Design count_next_calc, sky130hd; sources not shown.
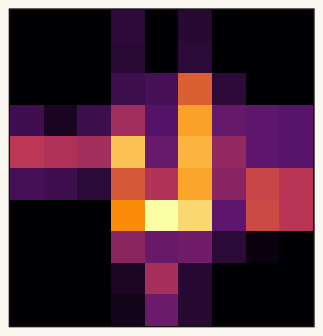
Figure 1: routed metal per tile.
9 x 10 tiles, from black (low) to pale yellow (high), scaled to the fullest tile. Values are wire area over tile area, all layers added.
- emptiest ninth of the die: lower left
- nearly empty tiles: 42%
- tiles over half the peak: 12%
routed len/inst: 10.2 um
via count: 255
final wirelength: 653 um
GRT Overall Usage: 5.89%

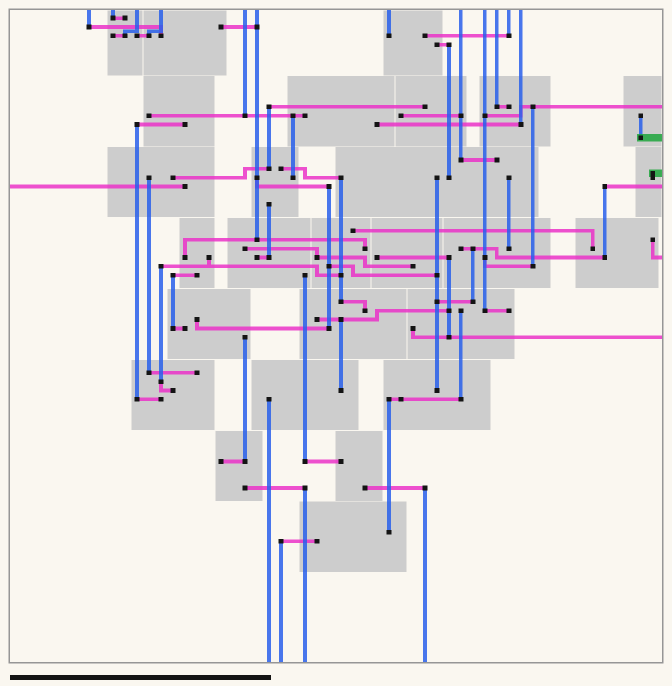
Figure 2: zoomed window.
Bar = 10 um. Window x 11 to 36, y 2 to 27 um. Cells in gray, sequential cells in the stronger gray; small squares are vias.
- met1: magenta
- met2: blue
- met3: green
- sequential cells in the window: 0
- cells with their middle in the window: 25
- most frequent: buf_6 (5), xnor2_1 (4), buf_4 (4)

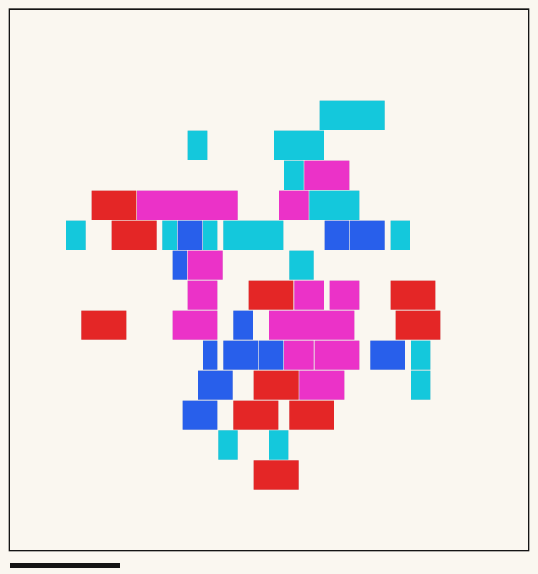
Figure 3: drive-strength map.
Bar = 10 um.
- drive 6 and up: red (cells 10; most used buf_6)
- drive 3 to 4: magenta (cells 12; most used buf_4)
- drive 1 or less: blue (cells 11; most used xnor2_1)
- drive 2: cyan (cells 15; most used buf_2)
Area Overhead vs Synth: 144%
post-route setup slack: -0.289 ns
nonclk buf count: 24
post-route cell area: 455 um^2

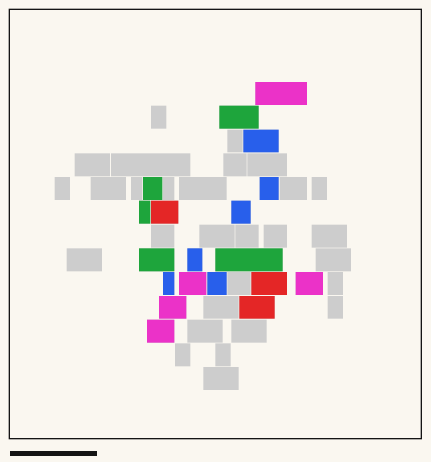
Figure 4: selected gate families.
Bar = 10 um.
- NOR gates: green (cells 5)
- NAND gates: blue (cells 6; where center)
- XOR/XNOR gates: magenta (cells 5)
- AND and OR gates: red (cells 3)
Comb/total area: 50.3%
Commonest Layout Cell: buf_6
Final Non-Filler Cells: 64

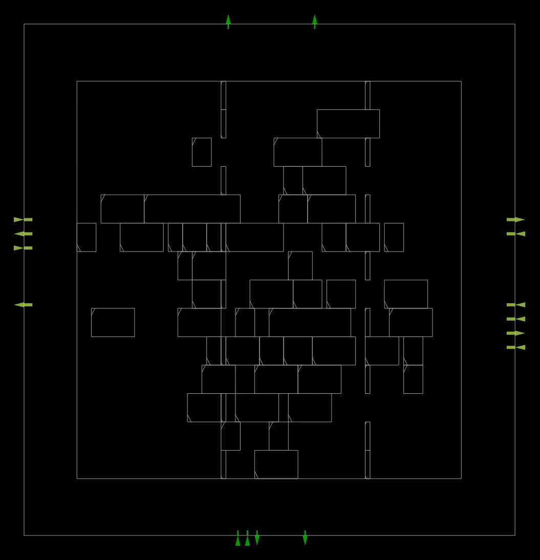
Figure 5: placed standard cells.
Core Area: 1400 um^2
Tap Cells: 16
flop count: 0
filler cell count in the final layout: 159

==> run summary <==
yosys + openroad results -> post-route setup slack=-0.289 ns, Inverters=2, comb pwr=180 uW, yosys aoi share=3.36%, Post-DRT Antenna Nets=0, clock buffers=0, met2 Resource Use GR=9.50%, CP startpoint kind=input port, yosys stat cell total=24, storage element area=0 um^2, yosys xor share=23.5%, crit-path max FO=3, most used routing layer=met2, period utilization=129%, M3 GR Usage=0.738%, Post-Syn Area per Cell=7.77 um^2, RD Place Congestion=0.655, WL met3=83 um, failing checks=setup timing, Seq area share=0%, and+or+nand+nor area frac=55.7%, switching share of total power=43.0%, # resized after CTS=78, tool warnings=37, final slew viol count=0, # IOs=16, Met2 Routed Length=312 um, RSZ-0062 raised after global routing=true, post-synth top area cell=xnor2_1, Total Power=180 uW, ClkCell Share=0%, initial antenna violation count=0, row count=14, status=complete, but fails checks, max cap viols=0, area reported by Yosys stat=186 um^2, CP endpoint kind=output port, grt met1 use=8.70%, post-synthesis sequential area ratio=0%, CP max-delay cell=or3_4, first-pass GRT wire length=1130 um, hold depth=3, largest net degree at the start of global routing=6, Die Ht=49 um, leak pwr=0.000210 uW, VDD IR max=0.131 mV, Vias/cell=3.98, dpl cells=60, Yosys cell types=14, crit path buf inv count=3, Top Family by Delay on Critical Path=simple AND/OR/NAND/NOR gates, largest cell class by area=logic gates, vias in the first global route=262, Seq group=0 uW, # setup viols final=4, Final Hold Viols=0, # DRC=0, Post-synth top cells=xnor2_1 (5), nand2_1 (3), min-delay worst type=in2out, pre-CTS WS=-0.981 ns, WP data required=0.85 ns, Clk network pwr share=0%, Seq pwr share=0%, Synth logic family=simple AND/OR/NAND/NOR gates, DRT iter0 DRCs=4, critical path class=in2out, Floorplan Nets=34, Comb gates=22, setup_tns=-1.11 ns, Power per Cell Area=395 nW/um^2, Synth top cell by count=xnor2_1, crit path DAT=1.14 ns, Internal=103 uW, Top pwr grp=combinational logic, Detail Placement HPWL=478 um, Post-DP Area=397 um^2, clk pwr=0 uW, Max-slew headroom=81.8%, # diodes=0, hold slack final=0.562 ns
Power and IR drop assume default switching activity.
